--- config.mk ---
export PLATFORM = sky130hd
export DESIGN_NAME = tas_avg_wr_sched
export DESIGN_NICKNAME = d
export VERILOG_FILES = /design/src/rtl/tas_avg_wr_sched.sv
export SDC_FILE = /design/constraint.sdc
export NUM_CORES = 1
export LEC_CHECK = 0
export CORE_MARGIN = 3
export CORE_UTILIZATION = 39
export CTS_BUF_LIST = sky130_fd_sc_hd__clkbuf_16
export DETAILED_ROUTE_END_ITERATION = 7
export GPL_TIMING_DRIVEN = 0
export PLACE_DENSITY = 0.72
export SLEW_MARGIN = 20
export SYNTH_ARGS = -nofsm -noshare
export SYNTH_HDL_FRONTEND = slang
export SYNTH_SLANG_ARGS = --single-unit
--- constraint.sdc ---
create_clock -name clk_2 -period 2.1 [get_ports clk_2]
set_input_delay 0.315 -clock clk_2 [delete_from_list [all_inputs] [get_ports clk_2]]
set_output_delay 0.315 -clock clk_2 [all_outputs]
set_load 0.005 [all_outputs]
--- src/rtl/tas_avg_wr_sched.sv ---
// Drains temperature bytes from the clk_2-side FIFO and averages each group of
// SAMPLES bytes. Each average is written to RAM with a one-cycle active-low strobe
// at a down-counting, wrapping address.
module tas_avg_wr_sched #(
  parameter int unsigned SAMPLES   = 4,
  parameter int unsigned DATA_W    = 8,
  parameter int unsigned ADDR_W    = 11,
  parameter int unsigned ADDR_INIT = (1 << ADDR_W) - 1
) (
  input  logic              clk_2,
  input  logic              reset,
  input  logic              fifo_empty,
  input  logic [DATA_W-1:0] fifo_data,
  output logic              rd_fifo,
  output logic              ram_wr_n,
  output logic [DATA_W-1:0] ram_data,
  output logic [ADDR_W-1:0] ram_addr,
  output logic              wr_done
);

  localparam int unsigned       CNT_W    = $clog2(SAMPLES);
  localparam int unsigned       ACC_W    = DATA_W + CNT_W;
  localparam logic [CNT_W-1:0]  CNT_LAST = CNT_W'(SAMPLES - 1);
  localparam logic [ADDR_W-1:0] ADDR_RST = ADDR_W'(ADDR_INIT);

  typedef enum logic [2:0] {
    S_IDLE,
    S_RD,
    S_CAP,
    S_SETUP,
    S_STROBE,
    S_ADV
  } state_t;

  state_t            r_state;
  state_t            w_next;
  logic [ACC_W-1:0]  r_acc;
  logic [CNT_W-1:0]  r_cnt;
  logic [DATA_W-1:0] r_ram_data;
  logic [ADDR_W-1:0] r_ram_addr;
  logic [ACC_W-1:0]  w_sum;
  logic              w_last;

  assign w_sum  = r_acc + {{CNT_W{1'b0}}, fifo_data};
  assign w_last = (r_cnt == CNT_LAST);

  always_comb begin
    w_next = r_state;
    case (r_state)
      S_IDLE:   if (!fifo_empty) w_next = S_RD;
      S_RD:     w_next = S_CAP;
      S_CAP: begin
        if (w_last)           w_next = S_SETUP;
        else if (!fifo_empty) w_next = S_RD;
        else                  w_next = S_IDLE;
      end
      S_SETUP:  w_next = S_STROBE;
      S_STROBE: w_next = S_ADV;
      S_ADV:    w_next = S_IDLE;
      default:  w_next = S_IDLE;
    endcase
  end

  // Moore outputs: decoded from the state register alone
  always_comb begin
    rd_fifo  = (r_state == S_RD);
    ram_wr_n = (r_state != S_STROBE);
    wr_done  = (r_state == S_ADV);
    ram_data = r_ram_data;
    ram_addr = r_ram_addr;
  end

  always_ff @(posedge clk_2) begin
    if (reset) begin
      r_state    <= S_IDLE;
      r_acc      <= '0;
      r_cnt      <= '0;
      r_ram_data <= '0;
      r_ram_addr <= ADDR_RST;
    end else begin
      r_state <= w_next;
      case (r_state)
        S_CAP: begin
          r_acc <= w_sum;
          r_cnt <= r_cnt + 1'b1;
          // top DATA_W bits of the sum are the truncated average
          if (w_last) r_ram_data <= w_sum[ACC_W-1 -: DATA_W];
        end
        S_ADV: begin
          r_acc      <= '0;
          r_cnt      <= '0;
          r_ram_addr <= (r_ram_addr == '0) ? ADDR_RST : r_ram_addr - 1'b1;
        end
        default: ;
      endcase
    end
  end

endmodule

Fig. 1: run 1, track usage over the die
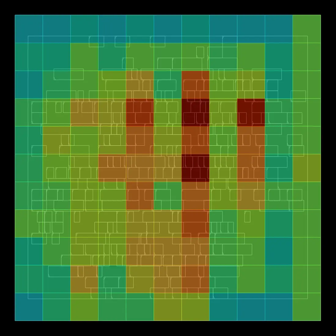
Global Route met3 Usage: 3.20%
WL per Instance: 13.4 µm
Global Route met1 Usage: 20.4%
Core Util, Final: 53.9%
layer carrying the most global-route usage: met2

Fig. 2: run 1, metal 1
Scale bar: 20 µm. Supply wires on this layer in grey.
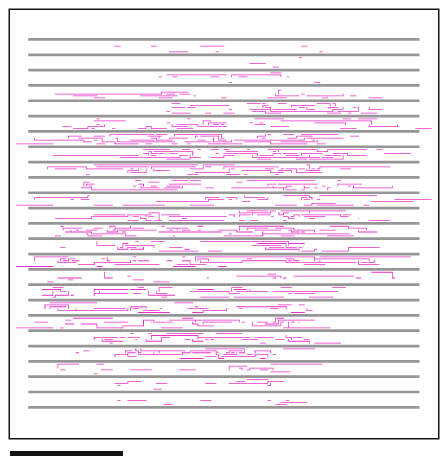
share of all routed wire = 46%
main direction = horizontal
nets with wire on the layer = 251
longest straight run = 21.2 µm

Fig. 3: run 1, a small window of the routed layout
Scale bar: 10 µm. Region (36, 0) to (76, 40) µm. Cells in grey, sequential cells in the stronger grey; small squares are vias.
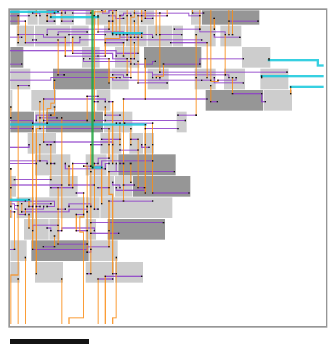
met4 -> green
met3 -> cyan
met1 -> purple
met2 -> orange
netlist names of flops here include = ram_addr (5), r_acc (2), ram_data (2)
most frequent = clkdlybuf4s50_1 (10), dfxtp_1 (9)
cells with their middle in the window = 66
sequential cells in the window = 9

==> reports/summary.log, run 1 <==
[final_timing] final setup slack of the worst path 131 ps
[grt] pin count of the biggest net entering global routing 11
[yosys] sequential element share of the synthesized area 35.7%
[final_timing] final worst hold slack 462 ps
[setup_path] critical path fanouts, max 4
[floorplan] chip area 0.00577 mm²
[grt] number of antenna violations at the first check in global routing 0
[final_layout] most instantiated logic cells after routing dfxtp_1, clkdlybuf4s50_1, nand2_1, nor2_1, a21oi_1
[pwr] Peak VDD IR 0.339 mV
[detailed_routing] number of remaining DRC errors 0
[detailed_routing] First-pass DRT Iterations 4
[final_layout] multi-input logic area 0.00115 mm²
[grt] wire length of the first global-routing pass 7300 µm
[pwr] combinational group share of total power 9.7%
[setup_path] sequence of cells on the critical path clkdlybuf4s50_1, ha_1, a21oi_1, a211oi_1, or4_1, nand3_1
[yosys] post-synthesis chip area from yosys 0.00191 mm²
[min_path] min-delay worst type flop to flop
[floorplan] die x size 75.9 µm
[clock_network] TritonCTS buffer count 5
[final_layout] Finished Cell Area 0.00245 mm²
[run] warning total across the stage logs 26
[final_timing] Post-Route Skew 3.47 ps
[place] Place WS -252 ps
[setup_path] Crit-path slowest cell or4_1
[setup_path] worst r2r src r_acc[3]
[detailed_routing] Metal-1 WL 1980 µm
[yosys] Async SR Flop Fraction 0%
[clock_network] Worst-Skew Late Latency 280 ps
[floorplan] Placeable Area 0.00453 mm²
[setup_path] delay of the slowest critical-path stage 510 ps
[pwr] net switching fraction of the power 22.4%
[clock_network] maximum clock insertion buffer count 2
[yosys] most frequently used flop master after synthesis dfxtp_1
[clock_network] CTS clock-pin slew for the worst setup and hold paths 50 ps
[detailed_routing] Routed Wire Length 4300 µm
[final_timing] min Tclk post-route 1970 ps
[setup_path] worst reg2reg endpoint ram_data[6]
[setup_path] type of element capturing the critical path flop
[place] gp weighted congestion 0.827
[pwr] part of the power in the clock network 45.3%
[yosys] cell count in the Yosys report 218
[pwr] power per standard cell area 602 mW/mm²
[place] standard cell area after detailed placement 0.00231 mm²
[final_layout] final antenna diode count 0
[final_timing] transition time of the tightest slew-check pin 478 ps
[clock_network] count of H-tree levels built during CTS 2
[setup_path] required time worst endpoint 2320 ps
[setup_path] class of the most critical setup path primary input to flop
[min_path] endpoint with the worst hold slack r_acc[4]
[yosys] netlist area before placement 0.00191 mm²
[detailed_routing] routed wire length on met3 257 µm
[pwr] part of the power in registers 45.0%
[setup_path] launching element type of the critical path primary input
[setup_path] start point of the critical path fifo_data[3]
[grt] residual overflow from global routing 0
[yosys] number of standard cells after synthesis 218
[floorplan] number of top-level pins 33
[yosys] distinct cell type count after synthesis 47
[final_timing] final setup violating endpoints 0
[final_timing] Hold Violations, Final 0
[pwr] leakage power of the design 0.892 nW
[final_timing] worst slew slack as a fraction of its limit 68.1%
[detailed_routing] detailed route wirelength on metal2 1970 µm
[final_layout] sequential cell area 681 µm²
[clock_network] Clock Tree Root clkbuf_16
[detailed_routing] Antenna Nets Post-Route 0
[run_status] result of the run complete, no violations
[pwr] net switching power figure 0.000330 W
[final_layout] area delta synth->final 28.2%
[final_layout] share of final-layout standard cells stronger than drive strength 1 8.20%
[yosys] number of flip-flops and latches in the synthesized netlist 34
[final_layout] total number of nets in the final design 279
[run 1: flip-flops by register name (all words and copies together), names as in the netlist]
| name | cells |
|---|---|
| ram_data | 8 |
| r_state | 3 |
| r_acc | 10 |
| ram_addr | 11 |
| r_cnt | 2 |
[run 1: metrics by stage]
step                      cells  utilization, %  power [W]  TNS (ps)
final                       321            53.9    0.00147         0
after global routing        321            53.9    0.00153         0
after CTS                   321            53.8    0.00149         0
after detailed placement    315            50.9   0.000816     -1230
after global placement      315            50.9   0.000814     -1080
after floorplan             218               -   0.000767         0
[run 1: cell type report]
| cell class | count | share of cell area [%] |
|---|---|---|
| sequential | 34 | 27.8 |
| multi-input combinational | 168 | 47.2 |
| tap | 65 | 3.32 |
| buffer | 12 | 2.66 |
| inverter | 4 | 0.614 |
| clock buffer | 5 | 5.12 |
| clock inverter | 1 | 0.153 |
| timing repair buffer | 32 | 13.1 |
[run 1: repair_timing]
action / CTS / global route
resized: 0 / 2
hold buffers: 0 / 0
setup endpoints to repair: 0 / 3
buffers inserted: 0 / 0
[run 1: power groups by stage]
stage	Clock [W]	Sequential, W	Combinational [W]
6_report	0.000667	0.000662	0.000143
5_1_grt	0.000707	0.000662	0.000158
4_1_cts	0.000683	0.000662	0.000142
3_5_place_dp	0	0.000675	0.000141
3_3_place_gp	0	0.000675	0.000139
2_1_floorplan	0	0.000674	0.0000933
[run 1: worst max-delay path, delay by kind of cell]
kind	cells	cell delay, ps
AND/OR/NAND/NOR	2	600
AND-OR/OR-AND	2	490
buffers and inverters	1	420
adder cells (fa/ha/maj)	1	360
[run 1: per-layer routing]
layer | global-route usage, % | up-vias
li1 | - | 876
met1 | 20.4 | 773
met2 | 23.4 | 50
met3 | 3.20 | 7
met4 | 8.15 | 0
met5 | 0 | -
[run 1: cells in the mapped netlist (3+ instances only)]
| cell type | instances | area share [%] |
|---|---|---|
| a22oi_1 | 4 | 1.6 |
| or3_1 | 5 | 1.6 |
| buf_2 | 4 | 1.0 |
| nor2_1 | 18 | 3.5 |
| xnor2_1 | 4 | 1.8 |
| clkbuf_1 | 5 | 0.98 |
| nand2_1 | 18 | 3.5 |
| o31ai_1 | 4 | 1.6 |
| nor3_1 | 10 | 2.6 |
| o311ai_1 | 3 | 1.4 |
| nand3_1 | 5 | 1.3 |
| xor2_1 | 7 | 3.2 |
| o211ai_1 | 5 | 2.0 |
| nand2b_1 | 7 | 2.3 |
| inv_1 | 4 | 0.79 |
| ha_1 | 10 | 6.6 |
| o21a_1 | 3 | 1.2 |
| a21oi_1 | 15 | 3.9 |
| o21ai_0 | 5 | 1.3 |
| nand3b_1 | 13 | 5.1 |
| dfxtp_1 | 34 | 36 |
[run 1: cell families (layout without fill, tap and decap cells)]
logic type               Yosys count  after routing  share of synthesized area (%)
flip-flops                        34             34                           35.7
XOR/XNOR                          11             11                           5.05
AND/OR/NAND/NOR                   94             94                           28.7
buffers and inverters             16             54                           4.20
adder cells (fa/ha/maj)           11             11                           7.61
AND-OR/OR-AND                     51             51                           18.2
multiplexers                       1              1                          0.525
==> run 2, diff against run 1 <==
Settings changed: PLACE_DENSITY 0.72 to 0.59.
==> run 2 against run 1 <==
Against the previous run: fmax down 1.0%; synthesized cell count did not move; via count down 0.64%; die area is the same; first-iteration DRC count increased by 10%; power is 2.1% higher; setup slack got worse by 20 ps; hold slack got worse by 6.6 ps; sequential share of layout area is 0.071 points lower; register-to-register slack got worse by 20 ps; critical endpoint unchanged; largest cell class unchanged; largest power group unchanged.
==> reports/summary.log, run 2 <==
[run_status] result of the run complete, no violations [unchanged]
[detailed_routing] WL per Instance 13.8 µm [was 13.4 µm]
[pwr] Final Power 0.00150 W [was 0.00147 W]
[detailed_routing] Routed Wire Length 4440 µm [was 4300 µm]
[final_layout] final antenna diode count 0 [unchanged]
[detailed_routing] Antenna Nets Post-Route 0 [unchanged]
[setup_path] launching element type of the critical path primary input [unchanged]
[pwr] Peak VDD IR 0.380 mV [was 0.339 mV]
[final_layout] number of flip-flops under the largest register name 11 [unchanged]
[final_layout] share of final-layout standard cells stronger than drive strength 1 8.95% [was 8.20%]
[yosys] post-synthesis chip area from yosys 0.00191 mm² [unchanged]
[clock_network] count of H-tree levels built during CTS 2 [unchanged]
[clock_network] maximum clock insertion buffer count 2 [unchanged]
[setup_path] delay of the slowest critical-path stage 520 ps [was 510 ps]
[floorplan] Placeable Area 0.00453 mm² [unchanged]
[yosys] netlist area before placement 0.00191 mm² [unchanged]
[final_timing] min Tclk post-route 1990 ps [was 1970 ps]
[clock_network] CTS clock-pin slew for the worst setup and hold paths 50 ps [about the same]
[floorplan] chip area 0.00577 mm² [unchanged]
[setup_path] sequence of cells on the critical path clkdlybuf4s50_1, ha_1, a21oi_1, a211oi_1, or4_1, nand3_1 [unchanged]
[setup_path] Bufs and invs on worst path 1 [unchanged]
[pwr] combinational group share of total power 9.6% [was 9.7%]
[final_layout] total number of nets in the final design 279 [unchanged]
[yosys] distinct cell type count after synthesis 47 [unchanged]
[pwr] part of the power in the clock network 46.4% [was 45.3%]
[final_timing] transition time of the tightest slew-check pin 530 ps [was 478 ps]
[yosys] portion of synthesized cell area occupied by the leading cell type 35.7% [unchanged]
[run] warning total across the stage logs 26 [unchanged]
[grt] pin count of the biggest net entering global routing 11 [unchanged]
[clock_network] CTS Hold Bufs 0 [unchanged]
[place] gp weighted congestion 0.774 [was 0.827]
[setup_path] required time worst endpoint 2320 ps [about the same]
[clock_network] Clock Tree Root clkbuf_16 [unchanged]
[final_layout] most instantiated logic cells after routing dfxtp_1, clkdlybuf4s50_1, nand2_1, nor2_1, a21oi_1 [unchanged]
[yosys] area leader, netlist dfxtp_1 [unchanged]
[yosys] Post-synth top cells dfxtp_1, nand2_1, nor2_1, a21oi_1, nand3b_1 [unchanged]
[setup_path] type of element capturing the critical path flop [unchanged]
[clock_network] TritonCTS buffer count 5 [unchanged]
[floorplan] die x size 75.9 µm [unchanged]
[place] instance count after placement with tap cells included 315 [unchanged]
[yosys] number of standard cells after synthesis 218 [unchanged]
[yosys] cell count in the Yosys report 218 [unchanged]
[final_timing] final setup violating endpoints 0 [unchanged]
[pwr] net switching power figure 0.000355 W [was 0.000330 W]
[final_timing] worst slew slack as a fraction of its limit 64.7% [was 68.1%]
[setup_path] top cell family by delay on the critical path simple AND/OR/NAND/NOR gates [unchanged]
[final_layout] area delta synth->final 28.5% [was 28.2%]
[yosys] sequential element share of the synthesized area 35.7% [unchanged]
[grt] wire length of the first global-routing pass 7490 µm [was 7300 µm]
[detailed_routing] First-pass DRT Iterations 4 [unchanged]
[grt] residual overflow from global routing 0 [unchanged]
[yosys] most frequent cell after synthesis dfxtp_1 [unchanged]
[pwr] part of the power in registers 44.0% [was 45.0%]
[final_timing] Hold Violations, Final 0 [unchanged]
[final_layout] filler-free cell count of the finished design 322 [was 321]
[min_path] min-delay worst type flop to flop [unchanged]
[yosys] most frequently used flop master after synthesis dfxtp_1 [unchanged]
[clock_network] Worst-Skew Late Latency 280 ps [about the same]
[yosys] Async SR Flop Fraction 0% [unchanged]
[grt] number of antenna violations at the first check in global routing 0 [unchanged]
[pwr] power per standard cell area 613 mW/mm² [was 602 mW/mm²]
[setup_path] Crit-path slowest cell or4_1 [unchanged]
## run 2: netlist changes by cell type in the layout (fill, tap and decap cells not counted), sizes merged
cell / before / now
clkinv: 1 / 2
## run 2: metrics by stage
| step | utilization [%] | area, µm² | setup TNS, ps | hold WS, ps | setup WS [ps] |
|---|---|---|---|---|---|
| after floorplan | - | 1910 | 0 | 440 | 306 |
| after global placement | 50.9 | 2310 | -1500 | 448 | -256 |
| after detailed placement | 50.9 | 2310 | -1540 | 453 | -270 |
| after CTS | 53.9 | 2440 | 0 | 460 | 10.8 |
| after global routing | 54.1 | 2450 | 0 | 477 | 6.34 |
| final | 54.1 | 2450 | 0 | 455 | 110 |
## run 2: power by group through the flow
stage | registers, W | clock network [W] | logic, W
global placement | 0.000675 | 0 | 0.000142
finish | 0.000661 | 0.000698 | 0.000144
detailed placement | 0.000675 | 0 | 0.000142
floorplan | 0.000674 | 0 | 0.0000933
CTS | 0.000661 | 0.000717 | 0.000143
global route | 0.000662 | 0.000748 | 0.000160
## run 2: layer usage
layer  track usage [%]  up-vias  part of all wire (%)
met4              5.80        0                   1.4
met1              22.6      772                    51
met3              4.15        5                   4.7
met2              23.0       39                    43
li1                  -      879                     -
met5                 0        -                     0
## run 2: kinds of logic (layout without fill, tap and decap cells)
| logic type | count (synthesis) | in the layout | synth area share [%] |
|---|---|---|---|
| AOI/OAI and AO/OA | 51 | 51 | 18.2 |
| and+or+nand+nor | 94 | 94 | 28.7 |
| xor gates and xnor gates | 11 | 11 | 5.05 |
| buffers and inverters | 16 | 55 | 4.20 |
| DFF | 34 | 34 | 35.7 |
| muxes | 1 | 1 | 0.525 |
| adders and majority gates | 11 | 11 | 7.61 |
## run 2: final cells by class
class,count,area [µm²]
fillers,436,2080
multi-input cells,168,1150
flip-flops and latches,34,681
repair buffers,32,320
clock buffers,5,125
well taps,65,81.3
plain buffers,12,65.1
inverters,4,15.0
clock inverters,2,10.0
## run 2: worst paths after layout
path | to | cells past startpoint | slack [ps] | start
worst min-delay path | ram_data[2] | 2 | 460 | ram_data[2]
worst min register to register | ram_data[2] | 2 | 460 | ram_data[2]
worst max register to register | ram_data[6] | 6 | 280 | r_acc[0]
worst max-delay path | ram_data[6] | 6 | 110 | fifo_data[3]
## run 2: repair_timing
| action | in CTS | in global routing |
|---|---|---|
| setup endpoints to repair | 0 | 3 |
| hold endpoints to repair | 0 | 0 |
| gates resized | 0 | 3 |
| buffers inserted | 0 | 0 |
## run 2: tightest hold or removal path, cell delays in order (launching register included)
cell     delay [ps]
dfxtp_1         310
nand2_1          50
a21oi_1          50
Fig. 4: run 2, a small window of the routed layout
Scale bar: 10 µm. Region (36, 0) to (76, 40) µm. Cells in grey, sequential cells in the stronger grey; small squares are vias.
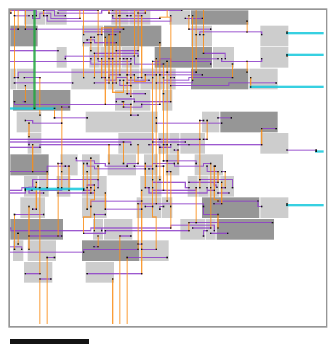

Fig. 5: run 2, metal 1
Scale bar: 20 µm. Supply wires on this layer in grey.
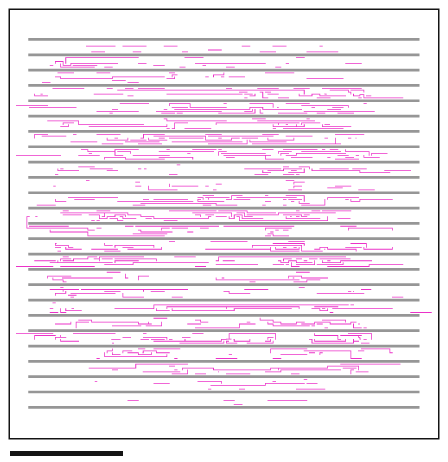
nets with wire on the layer = 258
wire length on this layer = 2,240 µm
main direction = horizontal

Power and IR drop assume default switching activity.
